Fig. 1: met1 routing
The bar under the picture is 20 um long. Supply wires on this layer in grey.
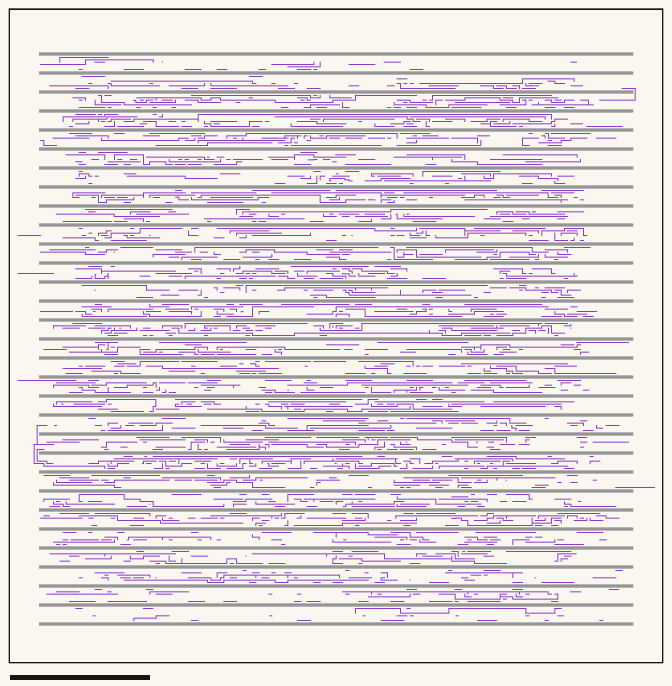
Fig. 2: signal wires on met2
Cells faint in the background.
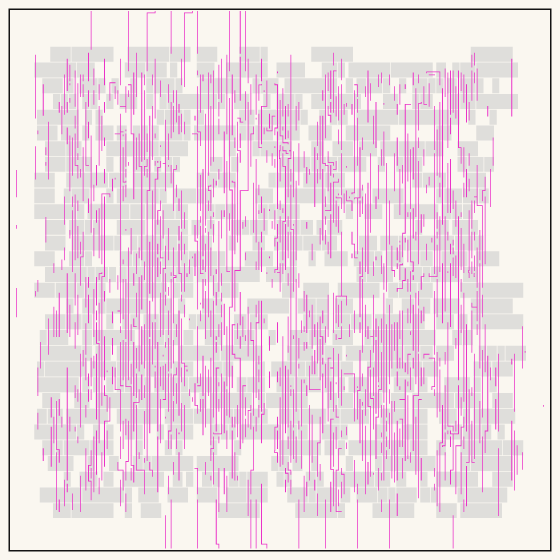
Fig. 3: the metal 3 layer
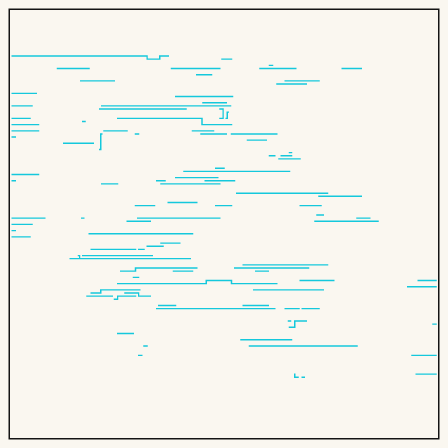
Fig. 4: the metal 4 layer
The bar under the picture is 20 um long. Supply wires on this layer in grey.
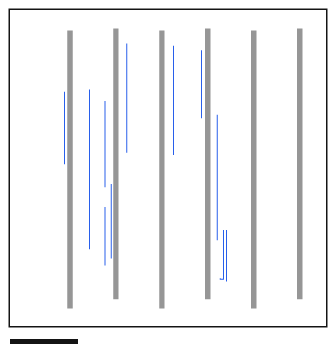
Fig. 5: congestion heat map
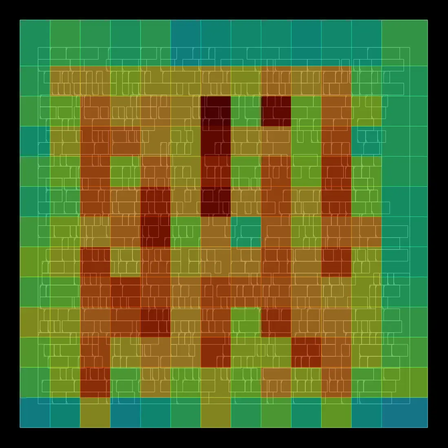
==> src/rtl/booth_mult_seq.sv <==
// Sequential radix-4 Booth multiplier: one recoded digit of x is retired per clock
// into a 2*WIDTH+2 bit accumulator, with a start/ready/busy/done handshake.
module booth_mult_seq #(
   parameter int WIDTH = 8,
   parameter int CNT_W = 4
) (
   input  logic                 clk,
   input  logic                 rst,
   input  logic                 start,
   input  logic                 is_signed,
   input  logic [WIDTH-1:0]     x,
   input  logic [WIDTH-1:0]     y,
   output logic                 ready,
   output logic                 busy,
   output logic                 done,
   output logic [2*WIDTH-1:0]   product
);

   localparam int AW     = 2*WIDTH + 2;   // accumulator / partial-product width
   localparam int XW     = WIDTH + 3;     // extended multiplier plus the implicit 0 below the LSB
   localparam int DIGITS = WIDTH/2 + 1;
   localparam logic [CNT_W-1:0] LAST_DIGIT = CNT_W'(DIGITS - 1);

   typedef enum logic [1:0] {
      IDLE,
      RUN,
      FIN
   } state_t;

   state_t              state;
   logic [XW-1:0]       x_sh;      // multiplier, shifted right two bits per digit
   logic [AW-1:0]       y_sh;      // multiplicand, pre-weighted by 4^i for the current digit
   logic [AW-1:0]       acc;
   logic [CNT_W-1:0]    cnt;

   logic [XW-1:0]       x_ext;
   logic [AW-1:0]       y_ext;
   logic [AW-1:0]       pp;
   logic                accept;

   // In signed mode the two extra top bits of x equal its sign, so the last
   // digit always recodes to 0 and latency is identical in both modes.
   assign x_ext  = {{2{is_signed & x[WIDTH-1]}}, x, 1'b0};
   assign y_ext  = {{(AW-WIDTH){is_signed & y[WIDTH-1]}}, y};
   assign accept = start & ready;

   always_comb begin
      // NOTE: pp gets a default before the case so no path leaves it unassigned (no latch).
      pp = '0;
      case (x_sh[2:0])
         3'b001, 3'b010: pp = y_sh;
         3'b011:         pp = y_sh << 1;
         3'b100:         pp = -(y_sh << 1);
         3'b101, 3'b110: pp = -y_sh;
         default:        pp = '0;
      endcase
   end

   // NOTE: all state here uses non-blocking assignments so every register sees
   // the pre-edge values of the others, independent of statement order.
   always_ff @(posedge clk) begin
      if (rst) begin
         // NOTE: datapath registers are reset as well so an aborted run leaves no stale partial sum.
         state   <= IDLE;
         ready   <= 1'b1;
         busy    <= 1'b0;
         done    <= 1'b0;
         product <= '0;
         acc     <= '0;
         cnt     <= '0;
         x_sh    <= '0;
         y_sh    <= '0;
      end else begin
         done <= 1'b0;
         case (state)
            IDLE: begin
               if (accept) begin
                  state <= RUN;
                  ready <= 1'b0;
                  busy  <= 1'b1;
               end
            end

            RUN: begin
               acc  <= acc + pp;
               x_sh <= x_sh >> 2;
               y_sh <= y_sh << 2;
               cnt  <= cnt + 1'b1;
               if (cnt == LAST_DIGIT) begin
                  state <= FIN;
                  ready <= 1'b1;
                  busy  <= 1'b0;
               end
            end

            FIN: begin
               product <= acc[2*WIDTH-1:0];
               done    <= 1'b1;
               if (accept) begin
                  state <= RUN;
                  ready <= 1'b0;
                  busy  <= 1'b1;
               end else begin
                  state <= IDLE;
               end
            end

            default: begin
               state <= IDLE;
               ready <= 1'b1;
               busy  <= 1'b0;
            end
         endcase

         // Operand capture is shared by IDLE and FIN (back-to-back start).
         if (accept) begin
            x_sh <= x_ext;
            y_sh <= y_ext;
            acc  <= '0;
            cnt  <= '0;
         end
      end
   end

endmodule

==> config.mk <==
export PLATFORM = sky130hd
export DESIGN_NAME = booth_mult_seq
export DESIGN_NICKNAME = d
export VERILOG_FILES = /design/src/rtl/booth_mult_seq.sv
export SDC_FILE = /design/constraint.sdc
export NUM_CORES = 1
export LEC_CHECK = 0
export CAP_MARGIN = 25
export CORE_MARGIN = 4
export CORE_UTILIZATION = 58
export CTS_CLUSTER_DIAMETER = 200
export DETAILED_ROUTE_END_ITERATION = 12
export GPL_TIMING_DRIVEN = 0
export PLACE_DENSITY = 0.8
export SYNTH_ARGS = -nofsm -noshare
export SYNTH_HDL_FRONTEND = slang
export SYNTH_SLANG_ARGS = --single-unit
export TNS_END_PERCENT = 1
==> constraint.sdc <==
create_clock -name clk -period 5.02 [get_ports clk]
set_input_delay 1.004 -clock clk [delete_from_list [all_inputs] [get_ports clk]]
set_output_delay 1.004 -clock clk [all_outputs]
set_load 0.01 [all_outputs]
==> flow_metrics.env <==
# flow metrics
export IMPL_p_sw_share_pct=33.9
export IMPL_cp_cell_sequence="clkbuf_1, or4_4, buf_6, or3_1, nor3_1, nand2b_1, xor2_1, o21ai_0, ha_1, and4_4, a221o_1, a221o_1, or3_1, a211o_1, a31oi_1, a41o_1"
export IMPL_drtIter0Drc=299
export IMPL_clockNetworkAreaShare_pct=4.09
export IMPL_status="complete, no violations"
export IMPL_nWellTaps=96
export IMPL_period_minus_slack_ns=4.56
export IMPL_yosysChipArea_sq_mm=0.00422
export IMPL_sh_comb_area_pct=53.8
export IMPL_netlist_area_sq_mm=0.00422
export IMPL_power_clock_fraction_pct=32.6
export IMPL_hpwl_mm=8.69
export IMPL_ctsHoldBuffers=0
export IMPL_cts_htree_levels=3
export IMPL_hold_violations=0
export IMPL_pwr_share_comb_pct=27.3
export IMPL_top_cells_by_count="93 x nand2_1, 67 x dfxtp_1, 53 x nor2_1"
export IMPL_synth_simple_area_share_pct=24.0
export IMPL_cp_max_fo=8
export IMPL_seq_power_share_pct=40.1
export IMPL_grt_ovfl_total=0
export IMPL_synth_avg_cell_area_sq_um=7.64
export IMPL_die_y_um=93.3
export IMPL_maxCapViolations=0
export IMPL_synth_cell_types=55
export IMPL_p_per_area_mw_per_mm2=294
export IMPL_ys_sh_mux_pct=3.53
export IMPL_postRouteAntennaNets=0
export IMPL_cp_required_ns=5.32
export IMPL_synthMostInstantiatedCell="nand2_1"
export IMPL_period_used_pct=90.9
export IMPL_cts_root_buffer="clkbuf_8"
export IMPL_port_buffers=38
export IMPL_switchingPower_mw=0.492
export IMPL_placedCellCount=687
export IMPL_hold_path_startpoint="product[15]$_SDFFE_PP0P_"
export IMPL_maxPowerGroup="sequential cells"
export IMPL_setup_tns_ns=0
export IMPL_cts_tree="yes"
export IMPL_intPower_mw=0.958
export IMPL_largest_area_cell="dfxtp_1"
export IMPL_holdPathEnd="product[15]$_SDFFE_PP0P_"
export IMPL_ys_flop_type="dfxtp_1"
export IMPL_synth_logic_top_family="simple AND/OR/NAND/NOR gates"
export IMPL_drive_above_1_share_pct=5.77
export IMPL_r2r_end="acc[15]$_SDFFE_PP0P_"
export IMPL_antenna_found_initial=0
export IMPL_p_leak_nw=1.83
export IMPL_fa_ha_area_share_pct=5.81
export IMPL_n_fill_cell=603
export IMPL_hold_depth=2
export IMPL_n_antenna_cell=0
export IMPL_xor_share_pct=5.39
export IMPL_fp_coreArea_sq_mm=0.00694
export IMPL_ys_warnings_count=0
export IMPL_place_congestion=0.959
export IMPL_syn_to_final_growth_pct=16.6
export IMPL_worst_slack_ns=0.456
export IMPL_grt_pass1_wl_mm=18.8
export IMPL_fp_util_pct=60.8
export IMPL_synth_edff_count=0
export IMPL_cp_start_kind="register"
export IMPL_flop_count=67
export IMPL_num_rows=30
export IMPL_numCtsBuffers=9
export IMPL_nonClkBufAreaFrac_pct=11.6
export IMPL_ff_latch_area_sq_mm=0.00134
export IMPL_warnings=27
export IMPL_synth_top_cell_area_share_pct=31.8
Back to the opening pictures, Fig. 1:
The longest straight run is 50.6 um. The layer carries 5230 um of wire. The wires run mostly horizontal. The layer holds 45% of the routed length. 596 nets have wire on it.

Back to the opening pictures, Fig. 2:
The longest straight run is 46.6 um. The layer holds 46% of the routed length. The wires run mostly vertical. The layer carries 5420 um of wire. 536 nets have wire on it.
via count: 4288
GR Layer Usage met2: 43.0%
wirelength, routed: 11.7 mm

Back to the opening pictures, Fig. 3:
The layer holds 6.6% of the routed length. 77 nets have wire on it. The layer carries 770 um of wire. The longest straight run is 29.4 um. The wires run mostly horizontal.

Back to the opening pictures, Fig. 4:
10 nets have wire on it. The layer carries 283 um of wire. The wires run mostly vertical.

Back to the opening pictures, Fig. 5:
WL/cell: 16.6 um
post-layout utilization of the core: 70.9%
total track usage: 27.0%
GR Util met1: 36.6%
met3 Use GR: 4.51%

worst max-delay path by stage:
stage	cells after the start	from	end
final	16	y_sh[5]$_SDFFE_PP0P_	acc[15]$_SDFFE_PP0P_
after global routing	16	y_sh[5]$_SDFFE_PP0P_	acc[15]$_SDFFE_PP0P_
after CTS	16	y_sh[5]$_SDFFE_PP0P_	acc[15]$_SDFFE_PP0P_
after detailed placement	16	y_sh[5]$_SDFFE_PP0P_	acc[15]$_SDFFE_PP0P_
after global placement	17	y_sh[5]$_SDFFE_PP0P_	acc[15]$_SDFFE_PP0P_
after floorplan	16	y_sh[3]$_SDFFE_PP0P_	acc[15]$_SDFFE_PP0P_
flip-flops by register name (all words and copies together), names as in the netlist:
signal	cells
cnt	4
product	16
state	2
y_sh	16
ready	1
done	1
busy	1
x_sh	10
acc	16
